`src/rtl/digit_serial_adder.sv`:
```
// Digit-serial wide adder: one 2-bit digit per clock through a single
// cla_4bit slice, with the digit carry fed back through a register.

module cla_4bit (
  input  logic [1:0] A,
  input  logic [1:0] B,
  input  logic       CARRY_IN,
  output logic [1:0] SUM,
  output logic       CARRY_OUT
);

  logic [1:0] gen;
  logic [1:0] prop;
  logic       c1;

  assign gen  = A & B;
  assign prop = A ^ B;
  assign c1   = gen[0] | (prop[0] & CARRY_IN);
  assign CARRY_OUT = gen[1] | (prop[1] & gen[0]) | (prop[1] & prop[0] & CARRY_IN);
  assign SUM  = prop ^ {c1, CARRY_IN};

endmodule

module digit_serial_adder #(
  parameter int WIDTH = 8
) (
  input  logic             CLK,
  input  logic             RST,
  input  logic             START,
  input  logic [WIDTH-1:0] A_IN,
  input  logic [WIDTH-1:0] B_IN,
  input  logic             CIN,
  output logic             BUSY,
  output logic             DONE,
  output logic [WIDTH-1:0] SUM_OUT,
  output logic             COUT
);

  localparam int N    = WIDTH / 2;
  localparam int IDXW = (N > 1) ? $clog2(N) : 1;
  localparam logic [IDXW-1:0] LAST_IDX = IDXW'(N - 1);

  typedef enum logic [1:0] {IDLE, RUN, DONE_ST} state_t;

  state_t           state;
  logic [WIDTH-1:0] a_reg;
  logic [WIDTH-1:0] b_reg;
  logic [WIDTH-1:0] work;
  logic [WIDTH-1:0] work_next;
  logic [IDXW-1:0]  idx;
  logic [IDXW:0]    bit_pos;
  logic             carry_reg;
  logic [1:0]       slice_a;
  logic [1:0]       slice_b;
  logic [1:0]       slice_sum;
  logic             slice_cout;

  assign bit_pos = {idx, 1'b0};
  assign slice_a = a_reg[bit_pos +: 2];
  assign slice_b = b_reg[bit_pos +: 2];

  cla_4bit u_slice (
    .A         (slice_a),
    .B         (slice_b),
    .CARRY_IN  (carry_reg),
    .SUM       (slice_sum),
    .CARRY_OUT (slice_cout)
  );

  // Working result with the current digit merged in, so the final digit
  // reaches SUM_OUT on the same edge that finishes the add.
  always_comb begin
    work_next = work;
    work_next[bit_pos +: 2] = slice_sum;
  end

  always_ff @(posedge CLK) begin
    if (RST) begin
      state     <= IDLE;
      BUSY      <= 1'b0;
      DONE      <= 1'b0;
      SUM_OUT   <= '0;
      COUT      <= 1'b0;
      a_reg     <= '0;
      b_reg     <= '0;
      work      <= '0;
      idx       <= '0;
      carry_reg <= 1'b0;
    end else begin
      DONE <= 1'b0;
      case (state)
        IDLE, DONE_ST: begin
          if (START) begin
            a_reg     <= A_IN;
            b_reg     <= B_IN;
            carry_reg <= CIN;
            work      <= '0;
            idx       <= '0;
            BUSY      <= 1'b1;
            state     <= RUN;
          end else begin
            state <= IDLE;
          end
        end
        RUN: begin
          work      <= work_next;
          carry_reg <= slice_cout;
          idx       <= idx + 1'b1;
          if (idx == LAST_IDX) begin
            SUM_OUT <= work_next;
            COUT    <= slice_cout;
            BUSY    <= 1'b0;
            DONE    <= 1'b1;
            state   <= DONE_ST;
          end
        end
        default: state <= IDLE;
      endcase
    end
  end

endmodule

```
`config.mk`:
```
export PLATFORM = sky130hd
export DESIGN_NAME = digit_serial_adder
export DESIGN_NICKNAME = d
export VERILOG_FILES = /design/src/rtl/digit_serial_adder.sv
export SDC_FILE = /design/constraint.sdc
export NUM_CORES = 1
export LEC_CHECK = 0
export ABC_AREA = 1
export CELL_PAD_IN_SITES_DETAIL_PLACEMENT = 0
export CELL_PAD_IN_SITES_GLOBAL_PLACEMENT = 2
export CORE_AREA = 2 2 63 88
export CTS_BUF_LIST = sky130_fd_sc_hd__clkbuf_16
export CTS_CLUSTER_SIZE = 10
export DETAILED_ROUTE_END_ITERATION = 12
export DIE_AREA = 0 0 65 90
export DONT_BUFFER_PORTS = 1
export PLACE_DENSITY = 0.8
export SLEW_MARGIN = 20
export SYNTH_ARGS = -nofsm -noshare
export SYNTH_HDL_FRONTEND = slang
export SYNTH_SLANG_ARGS = --single-unit
```
`constraint.sdc`:
```
create_clock -name CLK -period 5.75 [get_ports CLK]
set_input_delay 0.8625 -clock CLK [delete_from_list [all_inputs] [get_ports CLK]]
set_output_delay 0.8625 -clock CLK [all_outputs]
set_load 0.05 [all_outputs]
```
### The metal 2 layer, run 1

(4 px per um) Cells faint in the background.
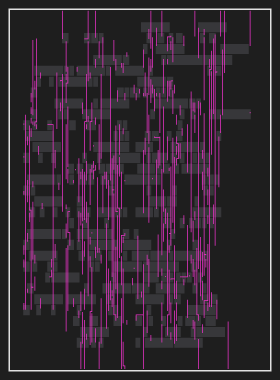
main direction: vertical
share of all routed wire: 54%
nets with wire on the layer: 198

### Routed clock nets over the placement, run 1

(6 px per um)
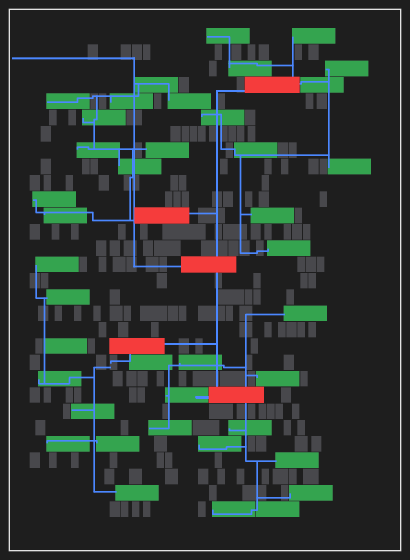
legend:
  green:
    item: flip-flops
    count: 40
  blue:
    item: clock wires
    length: 537 um
  red:
    item: cells driving clock nets
    count: 5
routed clock nets: 6
flops lie: widely spread

### Cells coloured by class, run 1

(4 px per um) Fill, decap, tap and diode cells in grey.
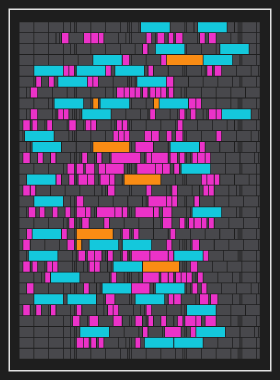
legend:
  cyan:
    class: flip-flops
    cells: 40
    share_of_their_area: 42%
  magenta:
    class: all other logic
    cells: 196
    share_of_their_area: 50%
  orange:
    class: clock drivers and dummy loads
    cells: 8
    share_of_their_area: 7.2%

### Clock routing, run 1

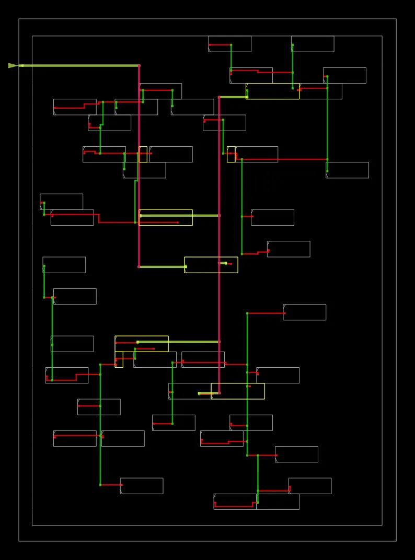
sequential cell count: 40
Clock Skews: 0.003897 ns

==> results.sh, run 1 <==
# yosys + openroad results
export IMPL_synth_cell_types=24
export IMPL_layout_top_cells="58 x nand2_1, 41 x nor2_1, 40 x dfxtp_1"
export IMPL_cellPowerDensity_nw_per_um2=328.2
export IMPL_start_kind="flop"
export IMPL_min_path_type="flop to flop"
export IMPL_use_met1_pct=17.36
export IMPL_crit_fanout=17
export IMPL_finalCritPeriodShare_pct=41.34
export IMPL_warnings=31
export IMPL_rsz0062_at_grt="no"
export IMPL_ir_drop_v=0.0001612
export IMPL_hold_start="work[0]"
export IMPL_ys_flops=40
export IMPL_synth_area_yosys_um2=1814
export IMPL_p_leak_nw=0.8772
export IMPL_num_rows=31
export IMPL_pwr_share_seq_pct=47.1
export IMPL_pwr_share_clk_pct=40.2
export IMPL_avgRoutedWirePerCell_um=13.08
export IMPL_top_usage_layer="met2"
export IMPL_slowest_stage="dfxtp_1"
export IMPL_dr_pass1_iters=4
export IMPL_sw_frac_of_total_pct=26.74
export IMPL_outcome="complete, no violations"
export IMPL_grt_use_met3_pct=4.130
export IMPL_yosys_area_top_type_share_pct=44.14
export IMPL_gr_total_overflow=0
export IMPL_r2r_start="idx[0]"
export IMPL_slew_headroom_pct=55.34
export IMPL_fp_utilization_pct=35.71
export IMPL_maxCapViolCount=0
export IMPL_grt_pass1_vias=1493
export IMPL_initialDrtViolationCount=53
export IMPL_cts_hold_buffers=0
export IMPL_setup_viol=0
export IMPL_yosysWarningCount=0
export IMPL_cp_num_buf_inv=1
export IMPL_clock_sinks=40
export IMPL_top_area_cell="dfxtp_1"
export IMPL_ff2ff_path_depth=8
export IMPL_reg2reg_slack_ns=3.37
export IMPL_drc=0
export IMPL_port_buffers=0
export IMPL_drv_slew=0
export IMPL_intPower_uw=474.1
export IMPL_netlist_instances=246
export IMPL_dp_hpwl_mm=2.992
export IMPL_core_area_um2=5081
export IMPL_edf_count=0
export IMPL_syn_area_um2=1814
run 1: worst min-delay path, cell delays in order, from the launching register on:
cell and delay (ns):
dfxtp_1 0.31, nand2_1 0.06, a21oi_1 0.05
run 1: stage by stage:
stage | hold slack [ns] | std cells | cell area, um2 | utilization [%]
final | 0.4575 | 310 | 1972 | 38.81
after global routing | 0.4873 | 310 | 1972 | 38.81
after CTS | 0.4605 | 310 | 1972 | 38.81
after detailed placement | 0.4515 | 302 | 1836 | 36.12
after global placement | 0.4482 | 302 | 1836 | 36.12
after floorplan | 0.4433 | 246 | 1814 | -
run 1: kinds of logic (layout without fill, tap and decap cells):
group	Yosys count	count (layout)	synth area share, %
AND/OR/NAND/NOR	114	114	25.79
AND-OR/OR-AND	53	53	15.79
flip-flops	40	40	44.14
adder cells (fa/ha/maj)	9	9	6.621
buffers and inverters	30	28	7.656
run 1: how the worst max path moves through the flow:
stage	endpoint	startpoint
floorplan	work[4]	idx[0]
CTS	work[5]	idx[0]
finish	work[4]	idx[0]
global placement	work[6]	idx[0]
detailed placement	work[2]	idx[0]
global route	work[6]	idx[0]
run 1: layer usage:
layer / vias to the layer above / part of all wire [%]
met5: - / 0
met4: 0 / 2.1
met3: 7 / 3.3
met2: 23 / 54
met1: 658 / 41
li1: 787 / -
run 1: area by class of cell:
class / instances / area share (%)
multi-input cells: 176 / 44.35
clock buffers: 5 / 6.345
flip-flops and latches: 40 / 40.61
clock inverters: 3 / 0.5711
well taps: 66 / 4.188
inverters: 20 / 3.934
run 1: power groups by stage:
stage               logic [mW]  clock network (mW)  registers (mW)
floorplan               0.0743                   0           0.306
global placement        0.0847                   0           0.311
detailed placement      0.0842                   0           0.311
CTS                     0.0845               0.267           0.305
global route            0.0978               0.279           0.307
finish                  0.0819               0.260           0.305
--- run 2 (diff from run 1) ---
--- a/config.mk
+++ b/config.mk
@@ -8,13 +8,13 @@
 export ABC_AREA = 1
 export CELL_PAD_IN_SITES_DETAIL_PLACEMENT = 0
 export CELL_PAD_IN_SITES_GLOBAL_PLACEMENT = 2
-export CORE_AREA = 2 2 63 88
+export CORE_AREA = 2 2 64 91
 export CTS_BUF_LIST = sky130_fd_sc_hd__clkbuf_16
 export CTS_CLUSTER_SIZE = 10
 export DETAILED_ROUTE_END_ITERATION = 12
-export DIE_AREA = 0 0 65 90
+export DIE_AREA = 0 0 66 93
 export DONT_BUFFER_PORTS = 1
-export PLACE_DENSITY = 0.8
+export PLACE_DENSITY = 0.77
 export SLEW_MARGIN = 20
 export SYNTH_ARGS = -nofsm -noshare
 export SYNTH_HDL_FRONTEND = slang
==> constraint.sdc (replaced) <==
create_clock -name CLK -period 2.3 [get_ports CLK]
set_input_delay 0.345 -clock CLK [delete_from_list [all_inputs] [get_ports CLK]]
set_output_delay 0.345 -clock CLK [all_outputs]
set_load 0.05 [all_outputs]
### The metal 2 layer, run 2

(4 px per um) Cells faint in the background.
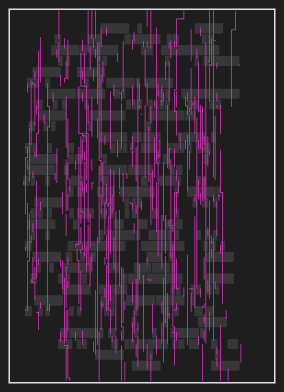
longest straight run: 75.1 um
main direction: vertical
nets with wire on the layer: 208

==> results.sh, run 2 <==
# yosys + openroad results
export IMPL_dp_cells=308
export IMPL_ys_flops=40
export IMPL_setup_viol=0
export IMPL_num_rows=32
export IMPL_maxCapViolCount=0
export IMPL_layoutNonFillerInstCount=316
export IMPL_syn_area_um2=1814
export IMPL_top_layer="met4"
export IMPL_cts_hold_buffers=0
export IMPL_min_path_type="input pin to flop"
export IMPL_top_area_cell="dfxtp_1"
export IMPL_dr_pass1_iters=4
export IMPL_final_core_util_pct=37.85
export IMPL_synth_area_yosys_um2=1814
export IMPL_outcome="complete, no violations"
export IMPL_whs_ns=0.1336
export IMPL_wl_met2_mm=2.466
export IMPL_port_buffers=0
export IMPL_edf_count=0
export IMPL_skew_ns=0.004883
export IMPL_initialDrtViolationCount=59
export IMPL_slowest_stage="fa_1"
export IMPL_drv_slew=0
export IMPL_drc=0
export IMPL_slew_headroom_pct=65.26
export IMPL_cellPowerDensity_nw_per_um2=855.6
export IMPL_yosysWarningCount=0
export IMPL_dp_hpwl_mm=3.090
export IMPL_start_kind="flop"
export IMPL_fp_utilization_pct=33.82
export IMPL_finalCritPeriodShare_pct=87.68
export IMPL_wl_met1_mm=1.638
export IMPL_rsz0062_at_grt="no"
export IMPL_synth_cell_types=24
export IMPL_dr_wl_met3_um=94
export IMPL_netlist_instances=246
export IMPL_warnings=31
## run 2: worst paths after layout
kind | start | endpoint | slack [ns] | cells after the start
setup reg to reg | idx[0] | work[4] | 0.28 | 8
hold / removal | RST | carry_reg | 0.13 | 1
hold reg to reg | work[7] | work[7] | 0.46 | 2
setup / recovery | idx[0] | work[4] | 0.28 | 8
## run 2: cell type report
cell class              count  area share (%)
inverters                  20           3.820
well taps                  68           4.190
multi-input cells         176           43.07
flip-flops and latches     40           39.43
clock buffers               5           6.161
clock inverters             3           1.848
repair buffers              4           1.479
## run 2: per-stage QoR
| step | area [um2] | setup slack, ns |
|---|---|---|
| after floorplan | 1814 | 0.3633 |
| after global placement | 1868 | 0.2803 |
| after detailed placement | 1868 | 0.2906 |
| after CTS | 2031 | 0.2518 |
| after global routing | 2031 | 0.1295 |
| final | 2031 | 0.2834 |
## run 2: worst max-delay path, delay by kind of cell (launching register included)
kind | cells | cell delay, ns
buf+inv | 1 | 0.17
simple gates | 2 | 0.18
fa+ha+maj | 1 | 0.54
compound gates | 4 | 0.73
flops | 1 | 0.32
## run 2: cells by family after synthesis
group / after synthesis / synth area share, %
AOI/OAI and AO/OA: 53 / 15.79
adders and majority gates: 9 / 6.621
buffers and inverters: 30 / 7.656
DFF: 40 / 44.14
and+or+nand+nor: 114 / 25.79
## run 2: where the power goes
| group | total (mW) | internal [mW] | switching [mW] |
|---|---|---|---|
| logic | 0.224 | 0.0751 | 0.149 |
| clock network | 0.760 | 0.504 | 0.256 |
| registers | 0.754 | 0.727 | 0.0266 |
## run 2: per-layer routing
metal | track usage (%) | vias up
met5 | 0 | -
met4 | 6.122 | 0
met3 | 2.888 | 6
met2 | 29.71 | 16
met1 | 16.19 | 700
li1 | - | 793
--- run 3 (diff from run 2) ---
--- a/config.mk
+++ b/config.mk
@@ -8,11 +8,11 @@
 export ABC_AREA = 1
 export CELL_PAD_IN_SITES_DETAIL_PLACEMENT = 0
 export CELL_PAD_IN_SITES_GLOBAL_PLACEMENT = 2
-export CORE_AREA = 2 2 64 91
+export CORE_AREA = 4 4 66 93
 export CTS_BUF_LIST = sky130_fd_sc_hd__clkbuf_16
 export CTS_CLUSTER_SIZE = 10
 export DETAILED_ROUTE_END_ITERATION = 12
-export DIE_AREA = 0 0 66 93
+export DIE_AREA = 0 0 70 97
 export DONT_BUFFER_PORTS = 1
 export PLACE_DENSITY = 0.77
 export SLEW_MARGIN = 20
### Cells coloured by class, run 3

(4 px per um) Fill, decap, tap and diode cells in grey.
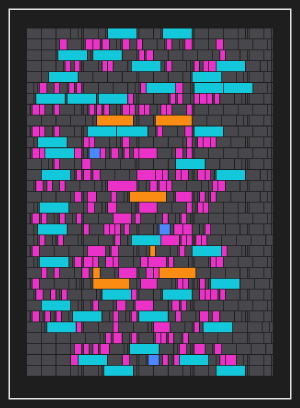
legend:
  magenta:
    class: all other logic
    cells: 196
    share_of_their_area: 50%
  orange:
    class: clock drivers and dummy loads
    cells: 7
    share_of_their_area: 7.0%
  blue:
    class: other buffers and delay cells
    cells: 3
    share_of_their_area: 1.2%
  cyan:
    class: flip-flops
    cells: 40
    share_of_their_area: 42%

==> results.sh, run 3 <==
# yosys + openroad results
export IMPL_top_usage_layer="met2"
export IMPL_min_path_type="input pin to flop"
export IMPL_outcome="complete, no violations"
export IMPL_syn_area_um2=1814
export IMPL_port_buffers=0
export IMPL_skew_ns=0.004374
export IMPL_use_met1_pct=12.82
export IMPL_top_layer="met4"
export IMPL_use_met2_pct=27.17
export IMPL_min_path_cells=1
export IMPL_hold_start="RST"
export IMPL_synth_cell_types=24
export IMPL_finalCritPeriodShare_pct=89.17
export IMPL_ys_sh_adder_pct=6.621
export IMPL_cellPowerDensity_nw_per_um2=814.6
export IMPL_num_rows=32
export IMPL_synth_simple_area_share_pct=25.79
export IMPL_fp_utilization_pct=33.82
export IMPL_cts_hold_buffers=0
export IMPL_synth_area_yosys_um2=1814
export IMPL_wl_met1_mm=1.664
export IMPL_top_area_cell="dfxtp_1"
export IMPL_postPlaceCellArea_um2=1861
export IMPL_ys_top_logic_family="simple AND/OR/NAND/NOR gates"
export IMPL_startpoint="idx[0]"
export IMPL_drv_slew=0
export IMPL_r2r_start="idx[0]"
export IMPL_slew_headroom_pct=63.63
export IMPL_ff2ff_path_depth=8
export IMPL_dr_wl_met3_um=129
export IMPL_maxCapViolCount=0
export IMPL_dr_pass1_iters=4
export IMPL_endpoint="work[4]"
export IMPL_final_core_util_pct=37.20
export IMPL_rsz0062_at_grt="no"
==> run 3: cell count changes in the layout (fill, tap and decap cells not counted) <==
| cell | delta |
|---|---|
| inv_1 | +1 |
| clkinv_2 | +1 |
| bufinv_16 | -1 |
| clkinv_1 | -2 |
| buf_4 | -1 |
| o21ai_1 | +1 |
| o21ai_0 | -1 |
| dfxtp_2 | +1 |
| dfxtp_1 | -1 |
==> run 3: critical path, stage by stage (launching register included) <==
cell     delay, ns
dfxtp_1       0.34
buf_4         0.19
o21ai_0       0.16
o22ai_1       0.14
fa_1          0.54
nand2_1       0.10
o21ai_0       0.30
nand2_1       0.08
a21oi_1       0.12
==> run 3: metrics by stage <==
| stage | worst slack [ns] | instances | power [mW] |
|---|---|---|---|
| final | 0.2491 | 314 | 1.626 |
| after global routing | 0.001561 | 314 | 1.711 |
| after CTS | 0.1424 | 314 | 1.650 |
| after detailed placement | 0.1561 | 307 | 0.9991 |
| after global placement | 0.1888 | 307 | 0.9980 |
| after floorplan | 0.3633 | 246 | 0.9509 |
==> run 3: power breakdown <==
group	internal [mW]	total [mW]	switching, mW	leakage (nW)
clock network	0.389	0.648	0.258	0.0709
registers	0.728	0.755	0.0277	0.328
logic	0.0734	0.222	0.149	0.492
==> run 3: area by class of cell <==
cell class	count	area [um2]	area share (%)
clock buffer	5	125.1	6.270
inverter	20	77.57	3.887
timing repair buffer	3	22.52	1.129
sequential	40	802.0	40.19
clock inverter	2	8.758	0.4389
multi-input combinational	176	874.6	43.82
tap	68	85.08	4.263
==> run 3: logic make-up after synthesis <==
logic type,count (synthesis)
AND-OR/OR-AND,53
adder cells (fa/ha/maj),9
buffers and inverters,30
flip-flops,40
AND/OR/NAND/NOR,114
Power and IR drop assume default switching activity.
